--- src/rtl/alu_operand_stage_pkg.sv ---
// Shared definitions for the ID/EX operand stage in front of the ALU.
//   - Default widths for operands and register numbers.
//   - ALU opcode encodings.
//   - Control record for the ID/EX slot, including the values that make up a bubble.
package alu_operand_stage_pkg;

  localparam int unsigned DataWidth    = 32;
  localparam int unsigned RegAddrWidth = 5;

  localparam logic [2:0] AluAnd = 3'b000;
  localparam logic [2:0] AluOr  = 3'b001;
  localparam logic [2:0] AluAdd = 3'b010;
  localparam logic [2:0] AluMul = 3'b011;
  localparam logic [2:0] AluSub = 3'b110;
  localparam logic [2:0] AluNop = 3'b111;

  typedef struct packed {
    logic       valid;
    logic       reg_write;
    logic       mem_read;
    logic [2:0] alu_control;
  } ex_ctrl_t;

  // An injected bubble must not write, must not load, and presents NOP to the ALU.
  localparam ex_ctrl_t BubbleCtrl = '{
    valid:       1'b0,
    reg_write:   1'b0,
    mem_read:    1'b0,
    alu_control: AluNop
  };

endpackage

--- src/rtl/alu_fwd_mux.sv ---
// Forwarding select for one ALU operand.
//   src_i          captured source register number
//   reg_data_i     captured register-file value
//   exm_we_i / exm_dest_i / exm_result_i   EX/MEM writer
//   wb_we_i  / wb_dest_i  / wb_data_i      MEM/WB writer
//   data_o         forwarded operand
// EX/MEM beats MEM/WB (it is the younger result). Register 0 never matches, so it
// always yields the captured value.
module alu_fwd_mux #(
  parameter int unsigned DATA_W = 32,
  parameter int unsigned REG_AW = 5
) (
  input  logic [REG_AW-1:0] src_i,
  input  logic [DATA_W-1:0] reg_data_i,
  input  logic              exm_we_i,
  input  logic [REG_AW-1:0] exm_dest_i,
  input  logic [DATA_W-1:0] exm_result_i,
  input  logic              wb_we_i,
  input  logic [REG_AW-1:0] wb_dest_i,
  input  logic [DATA_W-1:0] wb_data_i,
  output logic [DATA_W-1:0] data_o
);

  logic exm_hit;
  logic wb_hit;

  assign exm_hit = exm_we_i && (exm_dest_i != '0) && (exm_dest_i == src_i);
  assign wb_hit  = wb_we_i && (wb_dest_i != '0) && (wb_dest_i == src_i);

  always_comb begin
    data_o = reg_data_i;
    if (exm_hit) begin
      data_o = exm_result_i;
    end else if (wb_hit) begin
      data_o = wb_data_i;
    end
  end

endmodule

--- src/rtl/alu_operand_stage.sv ---
// ID/EX pipeline register directly upstream of the ALU.
// Captures decoded operands and control, detects hazards (stall + bubble), and
// presents DataA/DataB/ALU_control/hazard_hz to the ALU.
//   Inputs : clk, reset (async, active-high), id_* decode fields, flush,
//            exm_* (EX/MEM writer), wb_* (MEM/WB writer)
//   Outputs: stall (combinational), DataA, DataB, ALU_control, hazard_hz,
//            ex_valid, ex_dest, ex_RegWrite, ex_MemRead
// Build option: ALU_FORWARD_EN
//   defined   - operands forwarded from EX/MEM then MEM/WB; only load-use stalls.
//   undefined - no forwarding; any RAW against the ID/EX or EX/MEM writer stalls
//               until that writer is in writeback (register file is write-before-read).
module alu_operand_stage
  import alu_operand_stage_pkg::*;
#(
  parameter int unsigned DATA_W = DataWidth,
  parameter int unsigned REG_AW = RegAddrWidth
) (
  input  logic              clk,
  input  logic              reset,
  input  logic              id_valid,
  input  logic [REG_AW-1:0] id_rs,
  input  logic [REG_AW-1:0] id_rt,
  input  logic [DATA_W-1:0] id_rs_data,
  input  logic [DATA_W-1:0] id_rt_data,
  input  logic [DATA_W-1:0] id_imm,
  input  logic              id_ALUSrc,
  input  logic [2:0]        id_ALU_control,
  input  logic [REG_AW-1:0] id_dest,
  input  logic              id_RegWrite,
  input  logic              id_MemRead,
  input  logic              flush,
  input  logic              exm_RegWrite,
  input  logic [REG_AW-1:0] exm_dest,
  input  logic [DATA_W-1:0] exm_result,
  input  logic              wb_RegWrite,
  input  logic [REG_AW-1:0] wb_dest,
  input  logic [DATA_W-1:0] wb_data,
  output logic              stall,
  output logic [DATA_W-1:0] DataA,
  output logic [DATA_W-1:0] DataB,
  output logic [2:0]        ALU_control,
  output logic              hazard_hz,
  output logic              ex_valid,
  output logic [REG_AW-1:0] ex_dest,
  output logic              ex_RegWrite,
  output logic              ex_MemRead
);

  ex_ctrl_t          ctrl_q, ctrl_d;
  logic              hz_q, hz_d;
  logic [REG_AW-1:0] dest_q, dest_d;
  logic [REG_AW-1:0] rs_q, rs_d;
  logic [REG_AW-1:0] rt_q, rt_d;
  logic [DATA_W-1:0] rs_data_q, rs_data_d;
  logic [DATA_W-1:0] rt_data_q, rt_data_d;
  logic [DATA_W-1:0] imm_q, imm_d;
  logic              alusrc_q, alusrc_d;

  logic hazard;

  // ---------------------------------------------------------------------------
  // Hazard detection
  // ---------------------------------------------------------------------------
`ifdef ALU_FORWARD_EN
  // Only a load result is too late to forward.
  assign hazard = ctrl_q.valid && ctrl_q.mem_read && (dest_q != '0) && id_valid &&
                  ((dest_q == id_rs) || ((dest_q == id_rt) && !id_ALUSrc));
`else
  logic ex_raw;
  logic exm_raw;

  // rt only matters when it actually feeds operand B.
  assign ex_raw  = ctrl_q.valid && ctrl_q.reg_write && (dest_q != '0) &&
                   ((dest_q == id_rs) || ((dest_q == id_rt) && !id_ALUSrc));
  assign exm_raw = exm_RegWrite && (exm_dest != '0) &&
                   ((exm_dest == id_rs) || ((exm_dest == id_rt) && !id_ALUSrc));
  assign hazard  = id_valid && (ex_raw || exm_raw);
`endif

  // A flushed instruction is discarded anyway, so it must not freeze fetch.
  assign stall = hazard && !flush;

  // ---------------------------------------------------------------------------
  // Next state: flush > hazard bubble > capture
  // ---------------------------------------------------------------------------
  always_comb begin
    ctrl_d    = BubbleCtrl;
    hz_d      = 1'b0;
    dest_d    = '0;
    rs_d      = '0;
    rt_d      = '0;
    rs_data_d = '0;
    rt_data_d = '0;
    imm_d     = '0;
    alusrc_d  = 1'b0;
    if (flush) begin
      ctrl_d = BubbleCtrl;
    end else if (hazard) begin
      ctrl_d = BubbleCtrl;
      hz_d   = 1'b1;
    end else begin
      ctrl_d.valid       = id_valid;
      ctrl_d.reg_write   = id_valid && id_RegWrite;
      ctrl_d.mem_read    = id_valid && id_MemRead;
      ctrl_d.alu_control = id_ALU_control;
      dest_d             = id_dest;
      rs_d               = id_rs;
      rt_d               = id_rt;
      rs_data_d          = id_rs_data;
      rt_data_d          = id_rt_data;
      imm_d              = id_imm;
      alusrc_d           = id_ALUSrc;
    end
  end

  always_ff @(posedge clk or posedge reset) begin
    if (reset) begin
      ctrl_q    <= '0;
      hz_q      <= 1'b0;
      dest_q    <= '0;
      rs_q      <= '0;
      rt_q      <= '0;
      rs_data_q <= '0;
      rt_data_q <= '0;
      imm_q     <= '0;
      alusrc_q  <= 1'b0;
    end else begin
      ctrl_q    <= ctrl_d;
      hz_q      <= hz_d;
      dest_q    <= dest_d;
      rs_q      <= rs_d;
      rt_q      <= rt_d;
      rs_data_q <= rs_data_d;
      rt_data_q <= rt_data_d;
      imm_q     <= imm_d;
      alusrc_q  <= alusrc_d;
    end
  end

  // ---------------------------------------------------------------------------
  // Operand select
  // ---------------------------------------------------------------------------
`ifdef ALU_FORWARD_EN
  logic [DATA_W-1:0] fwd_a;
  logic [DATA_W-1:0] fwd_b;

  alu_fwd_mux #(
    .DATA_W (DATA_W),
    .REG_AW (REG_AW)
  ) u_fwd_a (
    .src_i        (rs_q),
    .reg_data_i   (rs_data_q),
    .exm_we_i     (exm_RegWrite),
    .exm_dest_i   (exm_dest),
    .exm_result_i (exm_result),
    .wb_we_i      (wb_RegWrite),
    .wb_dest_i    (wb_dest),
    .wb_data_i    (wb_data),
    .data_o       (fwd_a)
  );

  alu_fwd_mux #(
    .DATA_W (DATA_W),
    .REG_AW (REG_AW)
  ) u_fwd_b (
    .src_i        (rt_q),
    .reg_data_i   (rt_data_q),
    .exm_we_i     (exm_RegWrite),
    .exm_dest_i   (exm_dest),
    .exm_result_i (exm_result),
    .wb_we_i      (wb_RegWrite),
    .wb_dest_i    (wb_dest),
    .wb_data_i    (wb_data),
    .data_o       (fwd_b)
  );

  assign DataA = fwd_a;
  // The immediate is never a forwarding target.
  assign DataB = alusrc_q ? imm_q : fwd_b;
`else
  logic unused_fwd;

  // Forwarding sources and captured register numbers have no consumer here.
  assign unused_fwd = ^{rs_q, rt_q, exm_result, wb_RegWrite, wb_dest, wb_data};

  assign DataA = rs_data_q;
  assign DataB = alusrc_q ? imm_q : rt_data_q;
`endif

  assign ALU_control = ctrl_q.alu_control;
  assign hazard_hz   = hz_q;
  assign ex_valid    = ctrl_q.valid;
  assign ex_dest     = dest_q;
  assign ex_RegWrite = ctrl_q.reg_write;
  assign ex_MemRead  = ctrl_q.mem_read;

endmodule

--- config.mk ---
export PLATFORM = sky130hd
export DESIGN_NAME = alu_operand_stage
export DESIGN_NICKNAME = d
export VERILOG_FILES = /design/src/rtl/alu_operand_stage_pkg.sv /design/src/rtl/alu_fwd_mux.sv /design/src/rtl/alu_operand_stage.sv
export SDC_FILE = /design/constraint.sdc
export NUM_CORES = 1
export LEC_CHECK = 0
export CAP_MARGIN = 20
export CELL_PAD_IN_SITES_DETAIL_PLACEMENT = 1
export CELL_PAD_IN_SITES_GLOBAL_PLACEMENT = 2
export CORE_ASPECT_RATIO = 1.5
export CORE_MARGIN = 5
export CORE_UTILIZATION = 19
export DETAILED_ROUTE_END_ITERATION = 8
export GPL_ROUTABILITY_DRIVEN = 0
export MAX_ROUTING_LAYER = met4
export PLACE_DENSITY = 0.77
export SLEW_MARGIN = 40
export SYNTH_ARGS = -nofsm -noshare
export SYNTH_HDL_FRONTEND = slang
export SYNTH_SLANG_ARGS = --single-unit
--- constraint.sdc ---
create_clock -name clk -period 3.12 [get_ports clk]
set_clock_uncertainty 0.05 [all_clocks]
set_input_delay 0.312 -clock clk [delete_from_list [all_inputs] [get_ports clk]]
set_output_delay 0.312 -clock clk [all_outputs]
set_load 0.005 [all_outputs]
flops_by_reg.png
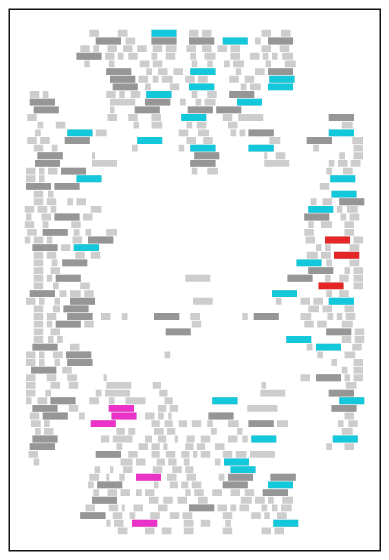
color	netlist name	sequential cells
magenta	ex_dest	5
red	ALU_control	3
cyan	imm_q	32
Seq/total area: 40.04%
P_seq: 1.51 mW
post-layout util: 31.37%
Sequential Area: 2728 um^2

io_fan.png
The bar under the picture is 50 um long.
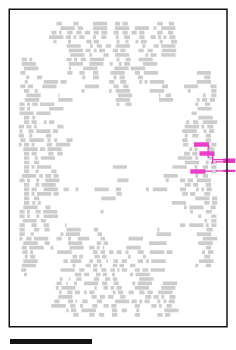
color	port	bits	direction	end cells	buffers	wire
magenta	ALU_control	3	output	3	3	37.8 um
IO Count: 274
port bufs: 203

layer_met2.png
The bar under the picture is 50 um long.
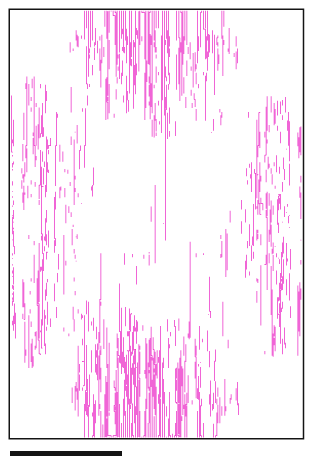
wire length on this layer	6970 um
longest straight run	58.6 um
main direction	vertical
nets with wire on the layer	584

wires.png
Only two layers are drawn.
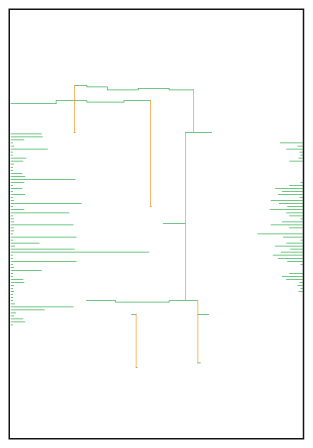
color	layer	wire length
orange	metal 4	215 um
green	metal 3	964 um
vias: 2999
Tot GR Track Use: 10.25%
wire length per cell: 16.02 um

placement.png
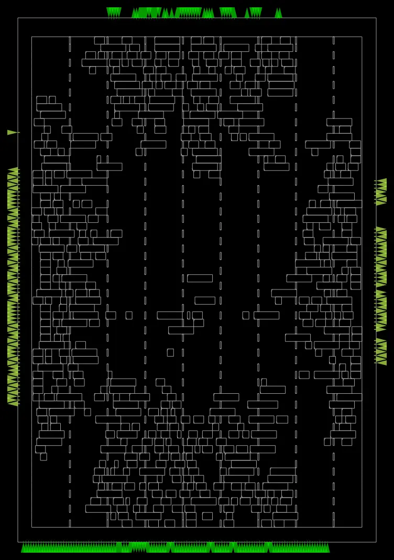
Finished Layout Cells: 787
tap cells: 272

==> job_summary.md <==
### Yosys + OpenROAD results

| Metric | Value |
|---|---|
| Yosys reg bits | 109 |
| Global-route wire length before repair | 19330 um |
| CP startpoint kind | input port |
| Setup TNS | 0 ps |
| CTS Hold Bufs | 0 |
| Share of cells above drive strength 1 | about 11% |
| DP HPWL | approximately 9600 um |
| Portion of total power attributed to the clock network | 36.2% |
| Placed Area | about 6500 um^2 |
| DR DRC count | 0 |
| Ys cells | 305 |
| Net load switching power | slightly above 700 uW |
| Final instance area | about 7000 um^2 |
| Xor/xnor share of the synthesized area | approximately 4.2% |
| Cells after Synth | around 300 |
| Clock-cell share of area | about 4.2% |
| Synth logic family | simple AND/OR/NAND/NOR gates |
| Post-synth EDFFs | 0 |
| Synth Warn # | 0 |
| CTS tree | yes |
| Largest net degree at the start of global routing | between 60 and 70 |
| Netlist Area Pre-Place | 4190 um^2 |
| Slew margin rel. | between 50% and 60% |
| R2R depth | 6 |
| Cell with the most instances after synthesis | dfrtp_1 |
| Seq/Total Area, Yosys | around 65% |
| Worst R2R End | rt_data_q[12]$_DFF_PP0_ |
| Area delta synth->final | 62.59% |
| Post-synth top area share | approximately 65% |
| Final Hold Viols | 0 |
| Final WS setup | 159.1 ps |
| Tot Pwr | between 3 and 4 mW |
| H-tree levels | 3 |
| Min Hold Slack | around 440 ps |
| TritonRoute pass-1 iters | 4 |
| Cts bufs inserted | 9 |
| Core area | about 22000 um^2 |
| DR WL met2 | around 7000 um |
| # resized after CTS | 0 |
| Internal power | between 2 and 2.5 mW |
| Nets | 706 |
| Simple share | around 18% |
| Worst flop-to-flop path startpoint | ex_dest[3]$_DFF_PP0_ |
| DRT Wirelength | between 10000 and 15000 um |
| Syn Area/Cell | ~14 um^2 |
| Sw frac | about 22% |
| Max-cap violations | 0 |
| ANT nets after route | 0 |
| CP Class | in -> out |
| Status | finished, final reports clean |
| Placed cells | between 700 and 800 |
| Biggest Area Class | registers |
| Top area cell types | dfrtp_1 (65%), and2_1 (15%), mux2_2 (8.6%), xnor2_1 (3.8%), buf_6 (1.6%) |
| M1 WL | roughly 4500 um |
| Ys flop type | dfrtp_1 |
| Post-synth top cells | dfrtp_1 (109), and2_1 (103), mux2_2 (32), xnor2_1 (18), buf_6 (6) |
| Flops | 109 |
| Chip width | approximately 130 um |
| Critical-path top delay cell | clkdlybuf4s50_1 |
| # diodes | 1 |
| Die Ht | between 150 and 200 um |
| Clk sinks | about 110 |
| Initial antenna violation count | 1 |
| Met2 Track Usage GR | between 10% and 20% |
| CP Cell Sequence | clkdlybuf4s50_1 > xnor2_1 > nand4_1 > o32a_1 > o22a_1 > nor3_1 > clkdlybuf4s50_1 |
| CLK BUF | 12 |
| Signal buffers | around 210 |
| Crit path from | exm_dest[4] |
| Area leader, netlist | dfrtp_1 |
[critical path, delay by kind of cell]
kind            cells  cell delay (ps)
simple gates        2              350
compound gates      2              660
buf+inv             2             1130
xor+xnor            1              150
[how the worst min path moves through the flow]
stage                             from                   to  slack [ps]  cells past startpoint
detailed placement  ex_valid$_DFF_PP0_  hazard_hz$_DFF_PP0_         730                      3
CTS                     id_rs_data[28]  DataA[28]$_DFF_PP0_         430                      2
finish                           reset   DataA[3]$_DFF_PP0_         440                      3
global placement    ex_valid$_DFF_PP0_  hazard_hz$_DFF_PP0_         680                      3
global route             id_rs_data[8]   DataA[8]$_DFF_PP0_         430                      2
floorplan                        flush  hazard_hz$_DFF_PP0_         360                      1
[power by group through the flow]
stage                     combinational, mW  clock [mW]  sequential (mW)
after floorplan                       0.174           0             1.54
after global placement                0.497           0             1.54
final                                 0.496        1.14             1.51
after global routing                  0.540        1.25             1.52
after CTS                             0.511        1.20             1.52
after detailed placement              0.507           0             1.54
[cells in the final DEF (no fill, tap or decap)]
cell	instances
o21ai_1	1
dfrtp_1	109
nor3_1	1
nand4_1	2
buf_6	1
xor2_1	2
o32a_1	2
or2_2	2
o221a_4	1
o211ai_2	1
nand2_1	2
diode_2	1
xnor2_1	18
clkbuf_1	3
nand2b_1	3
clkinv_2	2
o22a_1	1
clkinv_4	1
clkinvlp_4	1
clkdlybuf4s50_1	203
and2_1	103
mux2_2	32
clkbuf_16	9
buf_4	2
bufinv_16	1
nand3_1	2
inv_1	2
nor2_1	1
or4_1	2
and3_1	2
buf_12	2
[registers in the layout (all words and copies together) (netlist names)]
register and cells:
ALU_control 3, DataA 32, alusrc_q 1, ex_MemRead 1
ex_RegWrite 1, ex_dest 5, ex_valid 1, hazard_hz 1
imm_q 32, rt_data_q 32
No activity file was given, so power comes from the tool's default toggle rates.
